<file path="config.mk">
export PLATFORM = sky130hd
export DESIGN_NAME = clk_run_ctrl
export DESIGN_NICKNAME = d
export VERILOG_FILES = /design/src/rtl/clk_run_ctrl.sv
export SDC_FILE = /design/constraint.sdc
export NUM_CORES = 1
export LEC_CHECK = 0
export CAP_MARGIN = 20
export CELL_PAD_IN_SITES_DETAIL_PLACEMENT = 0
export CELL_PAD_IN_SITES_GLOBAL_PLACEMENT = 1
export CORE_ASPECT_RATIO = 0.6
export CORE_MARGIN = 2
export CORE_UTILIZATION = 54
export DETAILED_ROUTE_END_ITERATION = 6
export DONT_BUFFER_PORTS = 1
export PLACE_DENSITY = 0.83
export SLEW_MARGIN = 20
export SYNTH_ARGS = -nofsm -noshare
export SYNTH_HDL_FRONTEND = slang
export SYNTH_SLANG_ARGS = --single-unit
</file>
<file path="constraint.sdc">
create_clock -name sys_clk -period 3.89 [get_ports sys_clk]
set_clock_uncertainty 0.1 [all_clocks]
set_input_delay 0.778 -clock sys_clk [delete_from_list [all_inputs] [get_ports sys_clk]]
set_output_delay 0.778 -clock sys_clk [all_outputs]
set_load 0.05 [all_outputs]
</file>
<file path="src/rtl/clk_run_ctrl.sv">
// rtl/clk_run_ctrl.sv - clock-enable pacer for the single-cycle CPU core
//
// Produces a one-sys_clk-wide cpu_en pulse in one of four modes (halt,
// divided run, debounced single-step, full speed) and latches a sticky
// STOPPED state when the core raises halt_req.

module clk_run_ctrl #(
  parameter int CNT_W  = 26,
  parameter int DB_CNT = 1000000,
  parameter int DB_W   = 20
) (
  input  logic             sys_clk,
  input  logic             reset,
  input  logic [1:0]       mode,
  input  logic [CNT_W-1:0] div_val,
  input  logic             step_btn,
  input  logic             halt_req,
  output logic             cpu_en,
  output logic [31:0]      tick_cnt,
  output logic [1:0]       state,
  output logic             stopped
);

  // FSM state encoding (also the value seen on the state port)
  localparam logic [1:0] ST_IDLE    = 2'b00;
  localparam logic [1:0] ST_RUN     = 2'b01;
  localparam logic [1:0] ST_STEP    = 2'b10;
  localparam logic [1:0] ST_STOPPED = 2'b11;

  // mode input encoding
  localparam logic [1:0] MODE_HALT = 2'b00;
  localparam logic [1:0] MODE_DIV  = 2'b01;
  localparam logic [1:0] MODE_STEP = 2'b10;
  localparam logic [1:0] MODE_FULL = 2'b11;

  // last value of the debounce counter before the new level is accepted
  localparam logic [DB_W-1:0] DB_LAST = DB_W'(DB_CNT - 1);

  logic [1:0]       state_next;
  logic [CNT_W-1:0] div_cnt;
  logic [CNT_W-1:0] div_lat;
  logic             div_active;
  logic             div_hit;
  logic             en_next;
  logic             btn_meta;
  logic             btn_sync;
  logic             db_level;
  logic [DB_W-1:0]  db_cnt;
  logic             step_pulse;

  // Next-state decode; halt_req outranks mode in RUN/STEP, STOPPED waits for mode 00
  always_comb begin
    state_next = state;
    case (state)
      ST_IDLE: begin
        if (mode == MODE_DIV || mode == MODE_FULL) begin
          state_next = ST_RUN;
        end else if (mode == MODE_STEP) begin
          state_next = ST_STEP;
        end
      end
      ST_RUN: begin
        if (halt_req) begin
          state_next = ST_STOPPED;
        end else if (mode == MODE_HALT) begin
          state_next = ST_IDLE;
        end else if (mode == MODE_STEP) begin
          state_next = ST_STEP;
        end
      end
      ST_STEP: begin
        if (halt_req) begin
          state_next = ST_STOPPED;
        end else if (mode == MODE_HALT) begin
          state_next = ST_IDLE;
        end else if (mode == MODE_DIV || mode == MODE_FULL) begin
          state_next = ST_RUN;
        end
      end
      default: begin
        if (mode == MODE_HALT) begin
          state_next = ST_IDLE;
        end
      end
    endcase
  end

  // Enable decision for the next cycle; halt_req suppresses every source
  always_comb begin
    div_active = (state == ST_RUN) && (mode == MODE_DIV);
    div_hit    = div_active && (div_cnt == div_lat);
    en_next    = 1'b0;
    if (!halt_req) begin
      if (state == ST_RUN && mode == MODE_FULL) begin
        en_next = 1'b1;
      end else if (div_hit) begin
        en_next = 1'b1;
      end else if (state == ST_STEP && step_pulse) begin
        en_next = 1'b1;
      end
    end
  end

  // FSM state register
  always_ff @(posedge sys_clk or negedge reset) begin
    if (!reset) begin
      state <= ST_IDLE;
    end else begin
      state <= state_next;
    end
  end

  // Divider: held at zero (tracking div_val) outside divided run, so entry and
  // a 11->01 switch both start a fresh period; div_val is sampled only at wrap
  always_ff @(posedge sys_clk or negedge reset) begin
    if (!reset) begin
      div_cnt <= '0;
      div_lat <= '0;
    end else if (!div_active || div_hit) begin
      div_cnt <= '0;
      div_lat <= div_val;
    end else begin
      div_cnt <= div_cnt + 1'b1;
    end
  end

  // Two-flop synchronizer for the raw push-button
  always_ff @(posedge sys_clk or negedge reset) begin
    if (!reset) begin
      btn_meta <= 1'b0;
      btn_sync <= 1'b0;
    end else begin
      btn_meta <= step_btn;
      btn_sync <= btn_meta;
    end
  end

  // Debounce: accept a new level after DB_CNT consecutive differing cycles;
  // only a rising acceptance produces step_pulse, so release bounce is silent
  always_ff @(posedge sys_clk or negedge reset) begin
    if (!reset) begin
      db_level   <= 1'b0;
      db_cnt     <= '0;
      step_pulse <= 1'b0;
    end else if (btn_sync == db_level) begin
      db_cnt     <= '0;
      step_pulse <= 1'b0;
    end else if (db_cnt == DB_LAST) begin
      db_level   <= btn_sync;
      db_cnt     <= '0;
      step_pulse <= btn_sync;
    end else begin
      db_cnt     <= db_cnt + 1'b1;
      step_pulse <= 1'b0;
    end
  end

  // Registered enable and free-running (wrapping) pulse counter
  always_ff @(posedge sys_clk or negedge reset) begin
    if (!reset) begin
      cpu_en   <= 1'b0;
      tick_cnt <= '0;
    end else begin
      cpu_en   <= en_next;
      tick_cnt <= tick_cnt + {31'b0, cpu_en};
    end
  end

  assign stopped = (state == ST_STOPPED);

endmodule

</file>
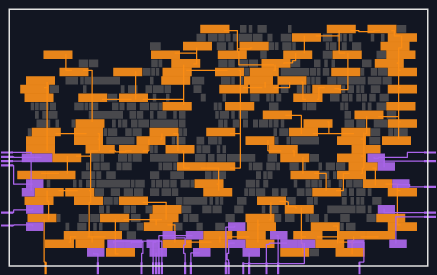
Figure 1: run 1, wires at chosen ports, followed through buffers.
orange -> reset  # bits 1, direction input, edge south, end cells 111, buffers 0, wire 702 µm
purple -> div_val  # bits 26, direction input, edge 15 south, 6 west, 5 east, end cells 26, buffers 0, wire 314 µm

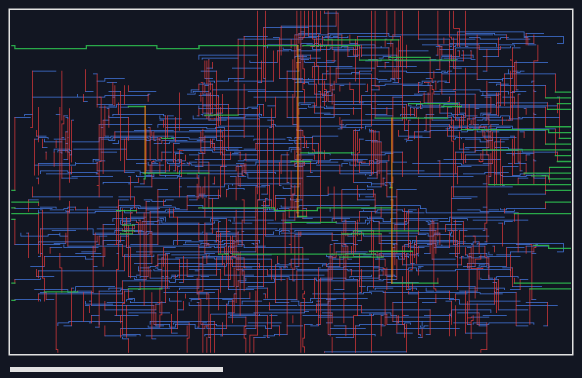
Figure 2: run 1, signal wires by layer.
Scale bar: 50 µm.
red -> met2  # wire length 4000 µm
blue -> met1  # wire length 5560 µm
orange -> met4  # wire length 94.5 µm
green -> met3  # wire length 597 µm

==> datasheet_impl.txt, run 1 <==
Implementation parameters

Parameter                              Value

GRT
  Global-route wire length before repair    17180 µm
  Antenna violations before repair    0
  Overall fraction of global-route tracks in use    20.85%
  Largest net degree at the start of global routing    112
  Via count of the first global-routing pass    3195

Layout
  Summed area of non-filler cells in the final layout    5683 µm²
  Total of fill cells in the finished design    755
  Most frequent logic cells in the routed design    sky130_fd_sc_hd__dfrtp_1, sky130_fd_sc_hd__xnor2_1, sky130_fd_sc_hd__nor2_1
  Fin cells    602
  Ratio of cells with drive above 1 in the final layout    11.23%
  Nets    503
  Post-Route Utilization    60.73%
  ANT cells    0

STA
  Final hold slack    0.02140 ns
  Transition time at the pin with the least slew margin    0.6434 ns
  Final setup fails    0
  Min setup slack post-route    1.087 ns
  Minimum period implied by the final worst setup slack    2.803 ns
  Final Hold Violation Tally    0

Floorplan
  Standard-cell rows    27
  Share of the core filled by cells before placement    56.73%
  Area of the core region    9358 µm²
  DIE HEIGHT    80.81 µm

Logic synthesis
  Synthesis Warnings    0
  Syn avg cell area    11.37 µm²
  Number of standard cells after synthesis    467
  Count of unique library cells instantiated by Yosys    40
  Number of nets produced by synthesis    503

Setup path
  Delay of the slowest cell on the worst path    0.65 ns
  Sort of element at the start of the critical path    flip-flop
  CP max-delay cell    sky130_fd_sc_hd__dfrtp_1
  Req. time, crit path    4.05 ns
  Cells traversed along the worst timing path    ha_1 > ha_1 > nand3_2 > nor3_1 > nand4_1 > nor3_1 > xnor2_1
  Setup crit end kind    flip-flop
  Maximum fanout along the worst path    5
  CP Class    flip-flop to flip-flop

Detailed routing
  Residual DRC count    0
  Post-detailed-route wirelength per cell    17.03 µm
  Initial DRC Count    334

Hold path
  Hold Path Class    input port to async pin

Clocking
  Maximum clock path buffer count    2
  CTS tree    done
  Clock slew at the register clock pins of the worst setup and hold paths    0.07 ns
  Post_cts resized    0
  Number of post-CTS setup repair buffers    0

Power
  Proportion of power drawn by the clock network    40.6%
  Combinational cell fraction of total power    5.5%
  Power density cells    429.3 nW/µm²
  Static leakage    2.423 nW
  Switch share    24.55%
  Net Sw Power    0.5990 mW

Placed design
  Number of instances in the placed design    586
  Input/output buffers    0

Run status
  Result of the run    finished clean
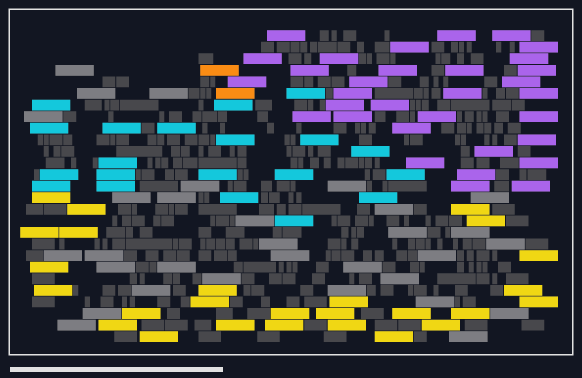
Figure 3: run 1, sequential cells coloured by netlist name.
Scale bar: 50 µm.
purple -> tick_cnt  # placed flops 32
yellow -> div_lat  # placed flops 26
orange -> state  # placed flops 2
cyan -> db_cnt  # placed flops 20
not coloured = 31

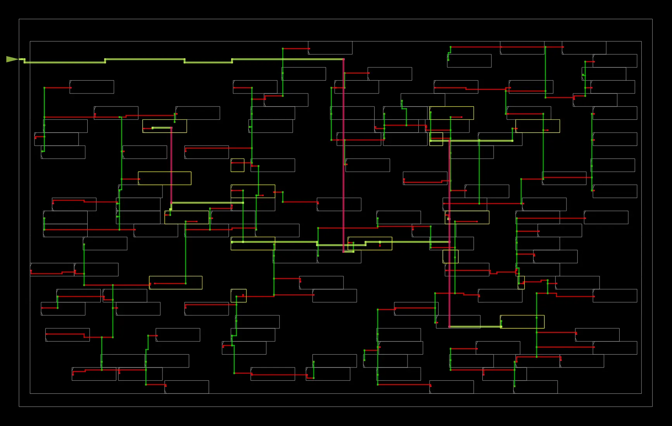
Figure 4: run 1, clock wiring as the flow saved it.
clock network latency to the later pin of the worst-skew pair: 0.34 ns
total CTS buffers: 9
clock net sink count: 111
Clock Buffer Count: 10
flip-flops: 111

[run 1: power by group through the flow]
stage	Clock [mW]	Sequential (mW)	Combinational [mW]
2_1_floorplan	0	1.32	0.126
3_3_place_gp	0	1.34	0.133
3_5_place_dp	0	1.34	0.134
4_1_cts	1.01	1.32	0.136
5_1_grt	1.06	1.32	0.147
6_report	0.989	1.32	0.134
[run 1: synthesized netlist by cell type, drive strengths merged]
cell type    n  area share, %
a21oi        1          0.094
xor2        25            4.1
and4         6           0.99
or4bb        1           0.21
nand2b       1           0.12
nor3b        1           0.14
nor4         9            1.3
nand3b       2           0.28
nor3        16            1.6
nor4bb       1           0.19
a221o        2           0.38
nor2b        3           0.35
mux2        27            7.3
ha           4           0.94
clkbuf       2           0.14
or2          2           0.24
and3b        1           0.17
nand4       22            3.1
and2         2           0.24
buf         11            2.2
and3        11            1.3
nand2       32            2.3
nand3       19            1.9
o21ai        1          0.094
or3          1           0.12
xnor2       74             12
a211o        1           0.17
inv         14           0.99
nor2        64            4.5
dfrtp      111             52
[run 1: final timing paths]
kind                               start      endpoint  slack [ns]  cells after the start
worst max-delay path              cpu_en  tick_cnt[30]        1.09                      7
worst min-delay path               reset    div_lat[9]        0.02                      0
worst max register to register    cpu_en  tick_cnt[30]        1.09                      7
worst min register to register  btn_meta      btn_sync        0.26                      0
max in group asynchronous          reset    db_cnt[17]        3.49                      0
min in group sys_clk            btn_meta      btn_sync        0.26                      0
[run 1: layout make-up]
cell class / count / area share, %
multi-input combinational: 329 / 41.41
timing repair buffer: 2 / 0.2642
sequential: 111 / 48.88
clock buffer: 10 / 4.029
tap: 130 / 2.862
clock inverter: 6 / 1.629
inverter: 14 / 0.9247
[run 1: metal layers]
metal | share of wire, % | GRT usage, % | vias to the layer above
met2 | 39 | 26.56 | 93
li1 | - | - | 1561
met5 | 0 | 0 | -
met1 | 54 | 34.23 | 1648
met4 | 0.92 | 5.543 | 0
met3 | 5.8 | 5.181 | 8
[run 1: critical path, delay by kind of cell (launching register included)]
kind | cells | cell delay, ns
xor+xnor | 1 | 0.15
fa+ha+maj | 2 | 0.49
flops | 1 | 0.65
simple gates | 4 | 1.33
[run 1: logic make-up after synthesis]
logic type,count (synthesis),synth area share (%)
AND-OR/OR-AND,5,0.7305
XOR/XNOR,99,16.33
adder cells (fa/ha/maj),4,0.9428
buffers and inverters,27,3.370
flip-flops,111,52.32
multiplexers,27,7.283
AND/OR/NAND/NOR,194,19.02
[run 1: registers in the layout, summed over array words and instances (netlist names)]
register	cells
btn_sync	1
step_pulse	1
div_cnt	26
cpu_en	1
db_level	1
btn_meta	1
state	2
div_lat	26
db_cnt	20
tick_cnt	32
--- run 2 (diff from run 1) ---
--- a/config.mk
+++ b/config.mk
@@ -10,10 +10,10 @@
 export CELL_PAD_IN_SITES_GLOBAL_PLACEMENT = 1
 export CORE_ASPECT_RATIO = 0.6
 export CORE_MARGIN = 2
-export CORE_UTILIZATION = 54
+export CORE_UTILIZATION = 50
 export DETAILED_ROUTE_END_ITERATION = 6
 export DONT_BUFFER_PORTS = 1
-export PLACE_DENSITY = 0.83
+export PLACE_DENSITY = 0.77
 export SLEW_MARGIN = 20
 export SYNTH_ARGS = -nofsm -noshare
 export SYNTH_HDL_FRONTEND = slang
==> constraint.sdc (replaced) <==
create_clock -name sys_clk -period 2.7 [get_ports sys_clk]
set_clock_uncertainty 0.1 [all_clocks]
set_input_delay 0.54 -clock sys_clk [delete_from_list [all_inputs] [get_ports sys_clk]]
set_output_delay 0.54 -clock sys_clk [all_outputs]
set_load 0.05 [all_outputs]
==> run 2 against run 1 <==
Compared with the run above:
- the flow now finishes with violations (negative hold slack)
- power grew 48%
- clock power grew 48%
- sequential power grew 38%
- utilization shrank 4.4 points
- non-clock buffer count grew 23
- global-route usage shrank 0.77 points
- hold slack lost 0.24 ns
- via count grew 2.2%
- register-to-register slack lost 0.68 ns
- sequential share of layout area shrank 1.7 points
- area after synthesis is the same
==> datasheet_impl.txt, run 2 <==
Implementation parameters

Parameter                              Value

Run status
  Result of the run    finished with violations
  Failing checks    negative hold slack

Detailed routing
  Met2 WL post-DR    4197 µm
  Per-cell via count in the routed design    5.338
  Post-route met1 wirelength    5569 µm
  Post-detailed-route wirelength per cell    16.78 µm
  Initial DRC Count    299
  Residual antenna-violating net count after detailed routing    0
  Routed length on met3    765 µm
  Detailed-routing iteration count for the pre-antenna-repair pass    4
  Uppermost signal routing layer after detailed routing    met4
  Residual DRC count    0

Logic synthesis
  Count of unique library cells instantiated by Yosys    40
  Most numerous cell types in the synthesized netlist    sky130_fd_sc_hd__dfrtp_1, sky130_fd_sc_hd__xnor2_1, sky130_fd_sc_hd__nor2_1, sky130_fd_sc_hd__nand2_1, sky130_fd_sc_hd__xor2_1
  Area contributors post-synth    sky130_fd_sc_hd__dfrtp_1, sky130_fd_sc_hd__xnor2_1, sky130_fd_sc_hd__mux2_4, sky130_fd_sc_hd__nor2_1, sky130_fd_sc_hd__xor2_1
  Synthesis Warnings    0
  Synth area leader    sky130_fd_sc_hd__dfrtp_1
  Chip area estimate from yosys synthesis    5309 µm²
  Number of standard cells after synthesis    467
  Cell total in the yosys stat output    467
  Largest type area fraction    52.32%
  Most repeated cell in the gate-level netlist after synthesis    sky130_fd_sc_hd__dfrtp_1
  Post-synth EDFFs    0
  Top FF cell, synth    sky130_fd_sc_hd__dfrtp_1
  Number of nets produced by synthesis    503
  Syn avg cell area    11.37 µm²
  Fraction of registers with async set/reset    100.0%
  Share of synthesized area occupied by flip-flops and latches    52.32%

Clocking
  Clock slew at the register clock pins of the worst setup and hold paths    0.07 ns
  Number of post-CTS setup repair buffers    0
  Total CTS buffers    9
  Clock net sink count    111
  Maximum clock path buffer count    2
  CTS tree    done
  Post_cts resized    0

Run
  Max-cap violations    0

STA
  Final setup fails    0
  Unrepaired setup endpoints after global routing    no
  Final hold slack    -0.2221 ns
  Max Freq    435.4 MHz
  Final TNS setup    0 ns
  Final Hold Violation Tally    111
  Slew margin rel.    56.29%
  Pins over their slew limit    0
  Transition time at the pin with the least slew margin    0.6556 ns
  Minimum period implied by the final worst setup slack    2.297 ns
  Min setup slack post-route    0.4033 ns

Layout
  Nets    526
  ANT cells    0
  Ratio of cells with drive above 1 in the final layout    15.56%
  Summed area of non-filler cells in the final layout    5889 µm²
  Max reg flops    32
  Leading registers by flop count    tick_cnt: 32 flops, div_cnt: 26 flops, div_lat: 26 flops
  Top register by number of flip-flops    tick_cnt
  Most frequent logic cells in the routed design    sky130_fd_sc_hd__dfrtp_1, sky130_fd_sc_hd__xnor2_1, sky130_fd_sc_hd__nor2_1
  Growth of design area from synthesis to finish    10.94%

Setup path
  Req. time, crit path    2.84 ns
  Maximum fanout along the worst path    52
  CP Class    flip-flop to flip-flop
  Sort of element at the start of the critical path    flip-flop
  Setup crit end kind    flip-flop

Hold path
  Hold Path Class    input port to async pin

Floorplan
  DIE HEIGHT    83.82 µm
  Share of the core filled by cells before placement    50.80%
  Standard-cell rows    29
  Area of the core region    10450 µm²

Power
  IR Drop Worst-Case VDD    377.9 µV
  Power density cells    611.1 nW/µm²
  Static leakage    2.566 nW

GRT
  Via count of the first global-routing pass    3351
  Largest net degree at the start of global routing    112
  Overall fraction of global-route tracks in use    20.08%
  Antenna violations before repair    0
  Global-route wire length before repair    17580 µm

Placed design
  Input/output buffers    0
  Final Wtd Congestion    0.7943
  DP Area    5558 µm²
run 2: cell counts after synthesis:
No cell type changed its count.
run 2: path summary, 6_finish.rpt:
check | start | end | slack, ns | cells past startpoint
worst max register to register | div_cnt[17] | div_lat[1] | 0.40 | 6
worst min-delay path | reset | div_lat[8] | -0.22 | 0
max in group asynchronous | reset | tick_cnt[10] | 2.58 | 0
worst max-delay path | div_cnt[17] | div_lat[1] | 0.40 | 6
worst min register to register | btn_meta | btn_sync | 0.25 | 0
min in group sys_clk | step_btn | btn_meta | 0.11 | 0
run 2: cell type report:
class	instances	area [µm²]
sequential	111	2778
timing repair buffer	25	200.2
inverter	14	52.55
clock buffer	10	239.0
fill	873	4561
tap	139	173.9
multi-input combinational	329	2354
clock inverter	6	92.59
run 2: logic make-up (layout without fill, tap and decap cells):
family / after synthesis / count (layout) / share of synthesized area, %
mux: 27 / 27 / 7.283
xor+xnor: 99 / 99 / 16.33
compound gates: 5 / 5 / 0.7305
simple gates: 194 / 194 / 19.02
fa+ha+maj: 4 / 4 / 0.9428
flops: 111 / 111 / 52.32
buf+inv: 27 / 55 / 3.370
run 2: critical path: stages (launching register included):
cell and delay, ns:
sky130_fd_sc_hd__dfrtp_1 0.42, sky130_fd_sc_hd__xnor2_1 0.27, sky130_fd_sc_hd__nand4_1 0.16, sky130_fd_sc_hd__nor4_2 0.34, sky130_fd_sc_hd__a211o_2 0.21, sky130_fd_sc_hd__buf_12 0.29
sky130_fd_sc_hd__mux2_2 0.38
run 2: layer usage:
layer,GRT usage [%],up-vias
met4,5.155,0
met2,26.23,79
met1,31.58,1680
met3,6.679,10
li1,-,1615
met5,0,-
run 2: power by group:
group          switching [mW]  total [mW]  internal [mW]
logic                   0.185       0.321          0.136
registers              0.0881        1.82           1.73
clock network           0.616        1.46          0.845
run 2: through the flow:
stage / cells / utilization (%) / hold WS [ns]
6_report: 634 / 56.36 / -0.2221
4_1_cts: 634 / 56.36 / -0.2383
3_5_place_dp: 618 / 53.18 / 0.1468
5_1_grt: 634 / 56.36 / -0.2490
2_1_floorplan: 467 / - / 0.1444
3_3_place_gp: 618 / 53.18 / 0.1478
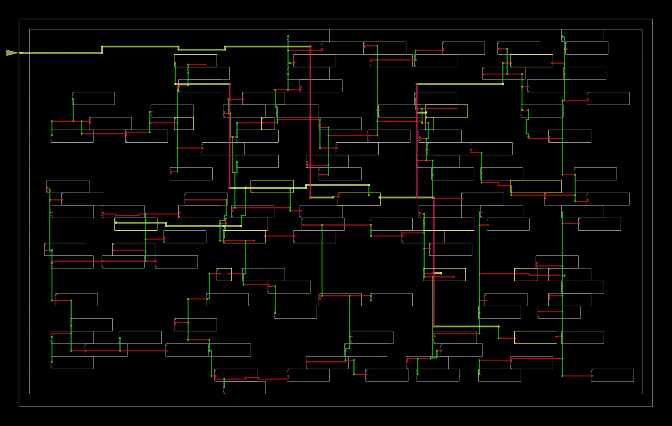
Figure 5: run 2, clock wiring as the flow saved it.
power dissipated in the clock network: 1.46 mW
clock network latency to the later pin of the worst-skew pair: 0.35 ns

No activity file was given, so power comes from the tool's default toggle rates.
